### Gate-type map

Scale bar: 100 µm.
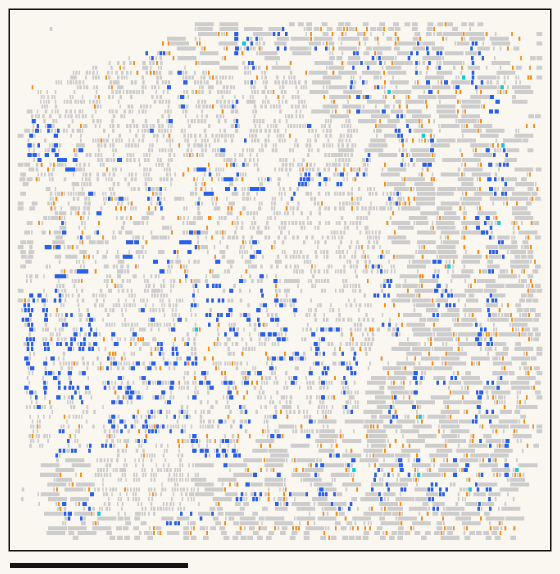
### Signal wires by layer

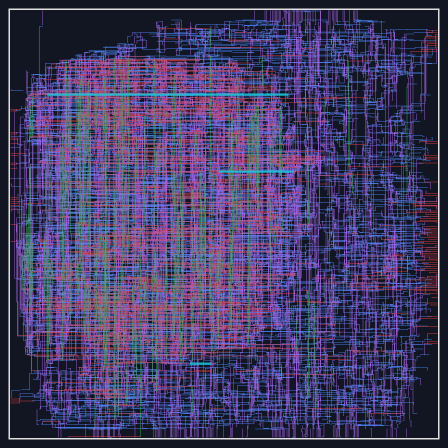
$ cat config.mk
export PLATFORM = sky130hd
export DESIGN_NAME = msgpass_pagealign_pipe
export DESIGN_NICKNAME = d
export VERILOG_FILES = /design/src/rtl/msgpass_pagealign_pipe.sv
export SDC_FILE = /design/constraint.sdc
export NUM_CORES = 1
export LEC_CHECK = 0
export ABC_AREA = 1
export CAP_MARGIN = 20
export CORE_MARGIN = 4
export CORE_UTILIZATION = 36
export CTS_CLUSTER_DIAMETER = 150
export DETAILED_ROUTE_END_ITERATION = 10
export GPL_TIMING_DRIVEN = 0
export PLACE_DENSITY_LB_ADDON = 0.12
export SLEW_MARGIN = 20
export SYNTH_ARGS = -nofsm -noshare
export SYNTH_HDL_FRONTEND = slang
export SYNTH_SLANG_ARGS = --single-unit
$ cat constraint.sdc
create_clock -name sys_clk -period 14.1 [get_ports sys_clk]
set_clock_uncertainty 0.15 [all_clocks]
set_input_delay 1.41 -clock sys_clk [delete_from_list [all_inputs] [get_ports sys_clk]]
set_output_delay 1.41 -clock sys_clk [all_outputs]
set_load 0.03 [all_outputs]
$ cat src/rtl/msgpass_pagealign_pipe.sv
// Pipelined permutation and page-alignment stage. A packed layer of extrinsic
// messages is rotated by a per-beat shift factor. Each stride is then aligned:
// taken from the current beat, from a short history of earlier beats, or from
// the memory source. The aligned strides are merged into a held output bus
// under per-stride load enables. Flow control uses a valid/ready handshake.
module msgpass_pagealign_pipe #(
  parameter  int SHIFT_LENGTH = 17,
  parameter  int QUAN_SIZE    = 4,
  parameter  int PIPE_STAGES  = 2,
  parameter  int DELAY_DEPTH  = 2,
  localparam int SEL_W        = $clog2(DELAY_DEPTH + 2),
  localparam int SF_W         = $clog2(SHIFT_LENGTH)
) (
  input  logic                            sys_clk,
  input  logic                            rstn,
  input  logic                            in_valid_i,
  output logic                            in_ready_o,
  input  logic [SHIFT_LENGTH*QUAN_SIZE-1:0] msg_in_i,
  input  logic [SF_W-1:0]                 shift_factor_i,
  input  logic [SHIFT_LENGTH*SEL_W-1:0]   pa_sel_i,
  input  logic [SHIFT_LENGTH*QUAN_SIZE-1:0] mem_in_i,
  input  logic [SHIFT_LENGTH-1:0]         combine_en_i,
  output logic                            out_valid_o,
  input  logic                            out_ready_i,
  output logic [SHIFT_LENGTH*QUAN_SIZE-1:0] msg_out_o,
  output logic                            err_o
);

  localparam int W = SHIFT_LENGTH * QUAN_SIZE;

  // One beat as it travels down the pipe. The rotation is already applied.
  typedef struct packed {
    logic                          valid;
    logic                          err;
    logic [W-1:0]                  shifted;
    logic [SHIFT_LENGTH*SEL_W-1:0] sel;
    logic [W-1:0]                  mem;
    logic [SHIFT_LENGTH-1:0]       en;
  } beat_t;

  logic         adv;
  beat_t        in_beat;
  beat_t        fin;
  logic [W-1:0] aligned;
  logic         sel_bad;
  logic [W-1:0] dly [DELAY_DEPTH];   // dly[0] holds the previous valid beat

  // Every stage moves together whenever the output slot is free or being drained.
  assign adv        = out_ready_i | ~out_valid_o;
  assign in_ready_o = adv;

  // Capture the input controls and rotate the strides toward higher indices.
  // An out-of-range shift factor falls back to pass-through and marks the beat.
  always_comb begin
    // NOTE: every always_comb output gets a default first so no path can infer a latch.
    in_beat       = '0;
    in_beat.valid = in_valid_i;
    in_beat.err   = int'(shift_factor_i) >= SHIFT_LENGTH;
    in_beat.sel   = pa_sel_i;
    in_beat.mem   = mem_in_i;
    in_beat.en    = combine_en_i;
    for (int k = 0; k < SHIFT_LENGTH; k++) begin : g_rot
      int sh;
      int src;
      sh  = in_beat.err ? 0 : int'(shift_factor_i);
      src = k - sh;
      if (src < 0) src = src + SHIFT_LENGTH;
      in_beat.shifted[k*QUAN_SIZE +: QUAN_SIZE] = msg_in_i[src*QUAN_SIZE +: QUAN_SIZE];
    end
  end

  if (PIPE_STAGES == 1) begin : g_direct
    assign fin = in_beat;
  end else begin : g_pipe
    beat_t stg [PIPE_STAGES-1];

    // Intermediate stage registers. Only the valid bits need a reset.
    always_ff @(posedge sys_clk) begin
      // NOTE: payload fields are not reset; a beat's data is ignored while its valid bit is low.
      if (!rstn) begin
        for (int i = 0; i < PIPE_STAGES - 1; i++) stg[i].valid <= 1'b0;
      end else if (adv) begin
        // NOTE: sequential state uses non-blocking assignments so every stage samples pre-edge values.
        stg[0] <= in_beat;
        for (int i = 1; i < PIPE_STAGES - 1; i++) stg[i] <= stg[i-1];
      end
    end

    assign fin = stg[PIPE_STAGES-2];
  end

  // Per-stride page alignment of the beat in the final stage.
  always_comb begin
    aligned = '0;
    sel_bad = 1'b0;
    for (int k = 0; k < SHIFT_LENGTH; k++) begin : g_align
      int v;
      v = int'(fin.sel[k*SEL_W +: SEL_W]);
      if (v == 0)
        aligned[k*QUAN_SIZE +: QUAN_SIZE] = fin.shifted[k*QUAN_SIZE +: QUAN_SIZE];
      else if (v <= DELAY_DEPTH)
        aligned[k*QUAN_SIZE +: QUAN_SIZE] = dly[v-1][k*QUAN_SIZE +: QUAN_SIZE];
      else if (v == DELAY_DEPTH + 1)
        aligned[k*QUAN_SIZE +: QUAN_SIZE] = fin.mem[k*QUAN_SIZE +: QUAN_SIZE];
      else
        sel_bad = 1'b1;
    end
  end

  // History of rotated beats. It ages only when a valid beat leaves the pipe.
  always_ff @(posedge sys_clk) begin
    // NOTE: the delay line is reset because the first beats after reset read it through delayed selects.
    if (!rstn) begin
      for (int d = 0; d < DELAY_DEPTH; d++) dly[d] <= '0;
    end else if (adv && fin.valid) begin
      dly[0] <= fin.shifted;
      for (int d = 1; d < DELAY_DEPTH; d++) dly[d] <= dly[d-1];
    end
  end

  // Output bus merge under the per-stride enables, output valid, sticky error.
  always_ff @(posedge sys_clk) begin
    if (!rstn) begin
      out_valid_o <= 1'b0;
      msg_out_o   <= '0;
      err_o       <= 1'b0;
    end else if (adv) begin
      out_valid_o <= fin.valid;
      if (fin.valid) begin
        for (int k = 0; k < SHIFT_LENGTH; k++)
          if (fin.en[k]) msg_out_o[k*QUAN_SIZE +: QUAN_SIZE] <= aligned[k*QUAN_SIZE +: QUAN_SIZE];
        if (fin.err || sel_bad) err_o <= 1'b1;
      end
    end
  end

endmodule

==> run summary <==
crit path to - g_pipe.stg[0][164]
GPL Wtd Cong - 1.09
post-DR wirelength/cell - 27.9 µm
post-synth cell types - 48
Peak VDD IR - 90.5 µV
Synth logic family - simple AND/OR/NAND/NOR gates
yosys cell count - 4771
invs w/o clock - 553
CTS Hold Bufs - 0
vias per inst - 5.83
post-CTS setup buffer count - 0
Area-dominant class - logic gates
Seq pwr share - 0.352
P per Cell Area - 108 mW/mm²
most common cell in the netlist - nand2_1
Floorplan Nets - 4989
Clock Power Share - 0.296
combinational share of cell area - 0.449
CP bufs+invs - 8
Data arrival, critical path - 6.79 ns
Post-synth EDFFs - 325
H-tree lvl count - 2
RSZ-0062 raised after global routing - false
drc violations - 0
clk tree area frac - 0.0398
CTS Buffer Depth - 3
final worst setup slack - 7.49 ns
Tcrit/Tclk final - 0.469
min Tclk post-route - 6.61 ns
max incr delay on CP - 0.94 ns
antenna fix cells - 10
Yosys top cell area share - 0.311
run status - finished clean
placed cell count - 6184
tool warning count - 42
Port Buf Inserts - 257
Core Region - 0.0858 mm²
final cell count without fillers - 6277
FF+latch area - 0.0112 mm²
Worst-path clk slew - 0.06 ns
top cells by count - nand2_1 (1337), nand3_1 (881), inv_1 (510)
switching pwr - 1540 µW
num sequential - 395
Commonest Layout Cell - nand2_1
## Picture notes: 'Gate-type map'
Key: and/or cells = cyan [cells 15, most used or2_2]; aoi and oai cells = blue [cells 704, most used o21ai_0, where widely spread]; inv cells = orange [cells 553, most used inv_1, where widely spread]

## Picture notes: 'Signal wires by layer'
Key: metal 3 = red [wire length 22.6 mm]; metal 4 = green [wire length 13100 µm]; metal 5 = cyan [wire length 235 µm]; metal 1 = blue [wire length 68.5 mm]; metal 2 = purple [wire length 70.6 mm]

==> stage by stage <==
step | util | total power [µW] | hold WS, ns | setup TNS, ns
finish | 0.433 | 4010 | 0.359 | 0
global route | 0.433 | 4170 | 0.383 | 0
CTS | 0.433 | 3970 | 0.364 | 0
detailed placement | 0.416 | 2780 | 0.349 | 0
global placement | 0.412 | 2790 | 0.328 | -1.61
floorplan | - | 2250 | 0.326 | 0
==> sequential cells by signal (all words and copies together) (netlist names) <==
signal and flops:
dly 136, err_o 1, g_pipe.stg 189, out_valid_o 1, msg_out_o 68
==> metal layers <==
metal | wire length, µm | vias up | global-route usage
met4 | 13100 | 6 | 0.225
met2 | 70600 | 2457 | 0.521
li1 | - | 16500 | -
met3 | 22600 | 660 | 0.116
met5 | 234 | - | 0.0132
met1 | 68500 | 17000 | 0.481
Power and IR drop assume default switching activity.
